## src/rtl/adc_cic_decim_if.sv

```systemverilog
// Sample handshake between the CIC decimator (master) and the readout/FIFO stage (slave).
interface adc_cic_decim_if #(
  parameter int OW = 20
);
  logic [OW-1:0] sample_data;
  logic          sample_valid;
  logic          sample_ready;

  modport master (output sample_data, output sample_valid, input sample_ready);
  modport slave  (input sample_data, input sample_valid, output sample_ready);
endinterface

```

## src/rtl/adc_cic_decim.sv

```systemverilog
// Third-order CIC decimator for the 1-bit sigma-delta bitstream, with a valid/ready sample output.
// Optional macro ADC_CIC_SETTLE_EN: suppress the first 3 transient samples after reset or enable.
module adc_cic_decim #(
  parameter int LOG2_DECIM = 6,
  parameter int OW         = 3*LOG2_DECIM+2
) (
  input  logic            clk_s_d_out,
  input  logic            rst_adc,
  input  logic            din_i,
  input  logic            en_i,
  input  logic            ovr_clr_i,
  output logic            overrun_o,
  adc_cic_decim_if.master smp_if
);

  localparam logic [LOG2_DECIM-1:0] CNT_LAST = '1;

  logic [LOG2_DECIM-1:0] cnt_q, cnt_d;
  logic [OW-1:0] i1_q, i1_d, i2_q, i2_d, i3_q, i3_d;
  logic [OW-1:0] d1_q, d1_d, d2_q, d2_d, d3_q, d3_d;
  logic [OW-1:0] data_q, data_d;
  logic          valid_q, valid_d;
  logic          ovr_q, ovr_d;

  logic [OW-1:0] x, c1, c2, c3;
  logic          strobe, emit;

  // din=1 -> +1, din=0 -> -1 (all ones)
  assign x      = {{(OW-1){~din_i}}, 1'b1};
  assign c1     = i3_q - d1_q;
  assign c2     = c1 - d2_q;
  assign c3     = c2 - d3_q;
  assign strobe = en_i && (cnt_q == CNT_LAST);

`ifdef ADC_CIC_SETTLE_EN
  logic [1:0] settle_q, settle_d;

  assign emit = strobe && (settle_q == 2'd3);

  always_comb begin
    settle_d = settle_q;
    if (!en_i) begin
      settle_d = 2'd0;
    end else if (strobe && (settle_q != 2'd3)) begin
      settle_d = settle_q + 2'd1;
    end
  end

  always_ff @(posedge clk_s_d_out or posedge rst_adc) begin
    if (rst_adc) begin
      settle_q <= 2'd0;
    end else begin
      settle_q <= settle_d;
    end
  end
`else
  assign emit = strobe;
`endif

  always_comb begin
    cnt_d   = cnt_q;
    i1_d    = i1_q;
    i2_d    = i2_q;
    i3_d    = i3_q;
    d1_d    = d1_q;
    d2_d    = d2_q;
    d3_d    = d3_q;
    data_d  = data_q;
    valid_d = valid_q;
    ovr_d   = ovr_q;

    if (ovr_clr_i) begin
      ovr_d = 1'b0;
    end

    if (!en_i) begin
      cnt_d   = '0;
      i1_d    = '0;
      i2_d    = '0;
      i3_d    = '0;
      d1_d    = '0;
      d2_d    = '0;
      d3_d    = '0;
      valid_d = 1'b0;
    end else begin
      cnt_d = cnt_q + LOG2_DECIM'(1);
      i1_d  = i1_q + x;
      i2_d  = i2_q + i1_q;
      i3_d  = i3_q + i2_q;
      if (strobe) begin
        d1_d = i3_q;
        d2_d = c1;
        d3_d = c2;
      end
      // A new sample replaces an unconsumed one; ready on the same edge counts as accepted.
      if (emit) begin
        data_d  = c3;
        valid_d = 1'b1;
        if (valid_q && !smp_if.sample_ready) begin
          ovr_d = 1'b1;
        end
      end else if (valid_q && smp_if.sample_ready) begin
        valid_d = 1'b0;
      end
    end
  end

  always_ff @(posedge clk_s_d_out or posedge rst_adc) begin
    if (rst_adc) begin
      cnt_q   <= '0;
      i1_q    <= '0;
      i2_q    <= '0;
      i3_q    <= '0;
      d1_q    <= '0;
      d2_q    <= '0;
      d3_q    <= '0;
      data_q  <= '0;
      valid_q <= 1'b0;
      ovr_q   <= 1'b0;
    end else begin
      cnt_q   <= cnt_d;
      i1_q    <= i1_d;
      i2_q    <= i2_d;
      i3_q    <= i3_d;
      d1_q    <= d1_d;
      d2_q    <= d2_d;
      d3_q    <= d3_d;
      data_q  <= data_d;
      valid_q <= valid_d;
      ovr_q   <= ovr_d;
    end
  end

  assign smp_if.sample_data  = data_q;
  assign smp_if.sample_valid = valid_q;
  assign overrun_o           = ovr_q;

endmodule

```

## src/flat_wrapper.sv

```systemverilog
// flat-port wrapper written by rule: the top's interface ports become plain ports
module adc_cic_decim_flat 
#(
  parameter int LOG2_DECIM = 6,
  parameter int OW         = 3*LOG2_DECIM+2
)
  (clk_s_d_out, rst_adc, din_i, en_i, ovr_clr_i, overrun_o, smp_if_sample_data, smp_if_sample_valid, smp_if_sample_ready);
  adc_cic_decim_if #(.OW(OW)) smp_if_i ();
  input  logic clk_s_d_out;
  input  logic rst_adc;
  input  logic din_i;
  input  logic en_i;
  input  logic ovr_clr_i;
  output logic overrun_o;
  output wire logic [$bits(smp_if_i.sample_data)-1:0] smp_if_sample_data;
  output wire logic [$bits(smp_if_i.sample_valid)-1:0] smp_if_sample_valid;
  input wire logic [$bits(smp_if_i.sample_ready)-1:0] smp_if_sample_ready;
  assign smp_if_sample_data = smp_if_i.sample_data;
  assign smp_if_sample_valid = smp_if_i.sample_valid;
  assign smp_if_i.sample_ready = smp_if_sample_ready;
  adc_cic_decim #(.LOG2_DECIM(LOG2_DECIM), .OW(OW)) u_core (.clk_s_d_out(clk_s_d_out), .rst_adc(rst_adc), .din_i(din_i), .en_i(en_i), .ovr_clr_i(ovr_clr_i), .overrun_o(overrun_o), .smp_if(smp_if_i));
endmodule
```

## config.mk

```make
export PLATFORM = sky130hd
export DESIGN_NAME = adc_cic_decim_flat
export DESIGN_NICKNAME = d
export VERILOG_FILES = /design/src/rtl/adc_cic_decim_if.sv /design/src/rtl/adc_cic_decim.sv /design/src/flat_wrapper.sv
export SDC_FILE = /design/constraint.sdc
export NUM_CORES = 1
export LEC_CHECK = 0
export CAP_MARGIN = 10
export CORE_ASPECT_RATIO = 2
export CORE_MARGIN = 2
export CORE_UTILIZATION = 63
export CTS_CLUSTER_DIAMETER = 120
export DETAILED_ROUTE_END_ITERATION = 10
export PLACE_DENSITY = 0.79
export SLEW_MARGIN = 20
export SYNTH_ARGS = -nofsm -noshare
export SYNTH_HDL_FRONTEND = slang
export SYNTH_SLANG_ARGS = --single-unit
export TNS_END_PERCENT = 10
```

## constraint.sdc

```tcl
create_clock -name clk_s_d_out -period 6 [get_ports clk_s_d_out]
set_clock_uncertainty 0.15 [all_clocks]
set_input_delay 0.9 -clock clk_s_d_out [delete_from_list [all_inputs] [get_ports clk_s_d_out]]
set_output_delay 0.9 -clock clk_s_d_out [all_outputs]
set_load 0.05 [all_outputs]
```

Wiring by layer:
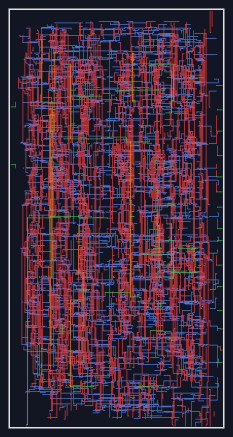
Key: red = metal 2 [wire length 12800 microns]; blue = metal 1 [wire length 8110 microns]; green = metal 3 [wire length 379 microns]; orange = metal 4 [wire length 717 microns]
overall via count from detail_route: 8545
post-DR wirelength/cell: 15.3 microns
wirelength, routed: 22.0 mm

Logic cells by family:
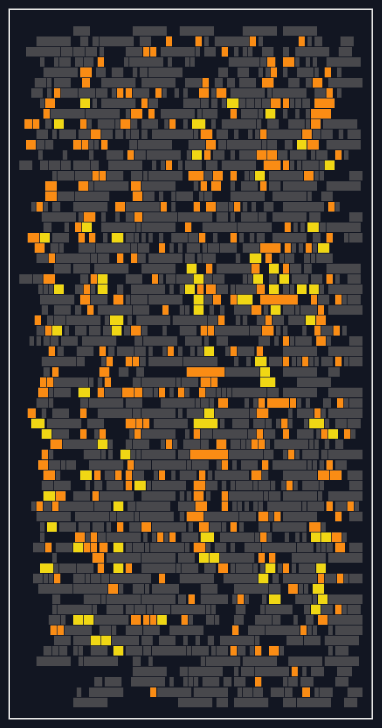
Key: yellow = non-inverting ao/oa cells [cells 75, where widely spread]; orange = aoi and oai cells [cells 269, where widely spread]

Clock distribution:
Scale bar: 20 microns.
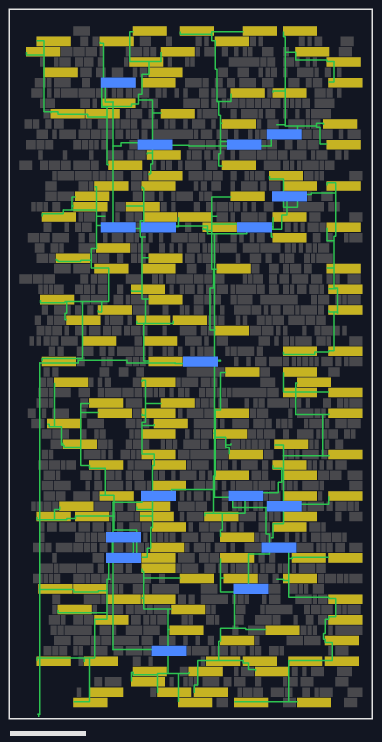
Key: yellow = flip-flops [count 148]; blue = clock drivers [count 17]; green = clock wires [length 1950 microns]
There are 18 routed clock nets. Position of the flops: widely spread.
insertion delay to the later sink of the worst-skew pair: 0.43 ns

==> git commit body <==
Record implementation results from latest flow run

- Synth top cell by count: sky130_fd_sc_hd__nand2_1
- In this run, the synthesized area fraction spent on AND-OR/OR-AND gates is recorded as a little over a fifth.
- ANT nets after route: 0
- Top comb family, area: AND-OR/OR-AND gates
* WP data arrival: ~5.9 ns
- # fillers: between 1000 and 1500
- After layout, the worst path uses a little over nine tenths of the clock period.
- Number of global-route vias before repair: 8760
* Non-filler cells, final: around 1400
- DIE HEIGHT: roughly 190 microns
- STA puts the critical path data required time at 6.15 ns.
- The number of clock buffers added by TritonCTS is 17.
* Final Hold Violation Tally: 0
- Yosys mapped a number of flops with a built-in enable equal to 0.
- The critical path in the final layout is reported with a setup slack of ~0.25 ns.
- Cell total in the yosys stat output: ~1200
* Net count after synthesis: around 1300
- The timing report gives the worst reg2reg path a setup slack of 0.25 ns.
* Fraction of synthesis flops using an asynchronous set or reset pin: 100%
- Arithmetic-cell share of the synthesized area counting full adders, half adders and majority gates: 14.8%
- A synthesized cell averages between 8 and 9 sq um.
- Before any placement, the netlist area is recorded as 10500 sq um.
- The Yosys step of the flow raised 0 warnings.
* Achievable Freq: around 0.17 GHz
- Including well taps, the total number of placed cells is between 1000 and 1500.
* Number of pins with negative max-slew slack in the final report: 0
- After global routing the overflow that remains totals 0.
- OpenSTA, run right after detailed placement, puts the worst setup slack at 0.0474 ns.
* Reg2reg path depth: 28
- Largest type area fraction: 35.3%
- At the pin with the least slew margin, the transition time is 1.05 ns.
- Summing all multi-input logic gate instances after layout gives between 6000 and 7000 sq um.
- CTS tree: built
- Port buffer count: 27
- After Yosys synthesis, XOR and XNOR cells account for under 10% of the synthesized area.
* Combined global-route utilization of all metal layers: approximately 26%
* Area added between synthesis and finish: 11.1%
- According to the hold report, the worst path is of the register to register type.
- For this run, the register share of the synthesized area comes to around a third.
- Per the run summary, max-cap violations total 0.
- Antenna violations before repair: 0
* Layout cells sized above 1: between 5 and 6%
- The largest single stage delay on the critical path is around 0.41 ns.
- Maximum buffer depth of the clock tree: 2
- Final net count: 1347
* Tally of OpenROAD warnings: 28
* Largest area contributor in the synthesized netlist: sky130_fd_sc_hd__dfrtp_1
- Global-route wire length before repair: around 37 mm
- Reg2Reg Capture Point: u_core.smp_if.sample_data[19]
* Number of post-CTS setup repair buffers: 0
* Startpoint of the worst register-to-register path: u_core.i3_q[0]
* Top cell types by occurrence after synthesis: sky130_fd_sc_hd__nand2_1, sky130_fd_sc_hd__dfrtp_1, sky130_fd_sc_hd__a21oi_1
- The region available for standard cell placement spans ~16000 sq um.
- Most used flip-flop cell: sky130_fd_sc_hd__dfrtp_1
- In this design, the critical path's most frequently occurring cell is sky130_fd_sc_hd__a21o_1.
* Post-Synthesis Cells: 1199
- The clock tree synthesis step divided the H-tree into 4 levels.
- Critical path launch point type: register
* Via density: a little under 6
- The post-CTS hold buffer count recorded in the log is 0.
* # clock sinks: 148
- Floorplan Utilization: 64.4%
* Instance count along the most critical hold path: 1
* Antenna diode instance count: 0
* End of the worst hold path: u_core.cnt_q[0]
* Number of distinct library cell variants in the gate-level netlist after synthesis: around 67
- Summed standard-cell area reported by yosys: between 10000 and 15000 sq um
- The final weighted congestion recorded by global placement is approximately 0.86.
- The floorplan has 66 rows.
* Num ports: 28
- Entering global routing, the biggest net connects 111 pins.
- From left edge to right edge, the die measures around 95 microns.
* Result of the run: finished, final reports clean
- Mux contribution to synthesized area: 0.513%
* Number of DRC markers after the initial detailed-route iteration: 231
- HPWL after detailed placement: ~16 mm
- Nature of the critical path endpoint: register
[layout by cell type (no fill, tap or decap), types with 21 or more instances in the layout]
| cell | n |
|---|---|
| sky130_fd_sc_hd__nor2_1 | 92 |
| sky130_fd_sc_hd__clkdlybuf4s50_1 | 27 |
| sky130_fd_sc_hd__xor2_1 | 27 |
| sky130_fd_sc_hd__ha_1 | 112 |
| sky130_fd_sc_hd__a21oi_1 | 116 |
| sky130_fd_sc_hd__nor3_1 | 21 |
| sky130_fd_sc_hd__a21o_1 | 34 |
| sky130_fd_sc_hd__xnor2_1 | 55 |
| sky130_fd_sc_hd__inv_1 | 84 |
| sky130_fd_sc_hd__o21ai_0 | 56 |
| sky130_fd_sc_hd__nand2_1 | 156 |
| sky130_fd_sc_hd__dfrtp_1 | 148 |
[layout make-up]
class	count	share of cell area (%)
sequential	148	31.8
inverter	86	2.85
multi-input combinational	931	55.1
timing repair buffer	37	2.97
tap	204	2.19
clock inverter	12	1.33
clock buffer	20	3.75
[worst max-delay path by stage]
stage,start,end
2_1_floorplan,u_core.i3_q[0],u_core.smp_if.sample_data[19]
3_3_place_gp,u_core.i3_q[0],u_core.smp_if.sample_data[19]
3_5_place_dp,u_core.i3_q[0],u_core.smp_if.sample_data[19]
4_1_cts,u_core.i3_q[0],u_core.smp_if.sample_data[19]
5_1_grt,u_core.i3_q[0],u_core.smp_if.sample_data[19]
6_report,u_core.i3_q[0],u_core.smp_if.sample_data[19]
[per-stage QoR]
stage	TNS (ns)	hold WS (ns)	utilization [%]	area, sq um
global placement	0	0.292	67.4	11000
global route	-0.0718	0.337	71.6	11600
detailed placement	0	0.315	67.4	11000
CTS	0	0.324	71.1	11600
finish	0	0.320	71.6	11600
floorplan	0	0.275	-	10500
[cells by family (layout without fill, tap and decap cells)]
kind of cell,after synthesis,in the layout
and+or+nand+nor,379,379
AOI/OAI and AO/OA,344,344
DFF,148,148
adders and majority gates,120,120
buffers and inverters,120,155
xor gates and xnor gates,83,83
muxes,5,5
[critical path: cells and delay by family, from the launching register on]
kind | cells | cell delay [ns]
flip-flops | 1 | 0.41
buffers and inverters | 2 | 0.12
XOR/XNOR | 2 | 0.38
AND-OR/OR-AND | 14 | 2.76
AND/OR/NAND/NOR | 6 | 0.63
adder cells (fa/ha/maj) | 4 | 1.16
[registers in the layout (all words and copies together) (netlist names)]
register	flops
u_core.d1_q	20
u_core.cnt_q	6
u_core.smp_if.sample_valid	1
u_core.smp_if.sample_data	20
u_core.d2_q	20
u_core.overrun_o	1
u_core.d3_q	20
u_core.i2_q	20
u_core.i1_q	20
u_core.i3_q	20
[repair_timing]
| action | 4_1_cts | 5_1_grt |
|---|---|---|
| endpoints found under the setup margin | 0 | 3 |
| resized | 0 | 16 |
| hold endpoints to repair | 0 | 0 |
[metal layers]
metal	track usage [%]	share of wire, %
met2	51.3	58
met4	12.7	3.3
met1	24.5	37
met3	2.70	1.7
met5	0	0
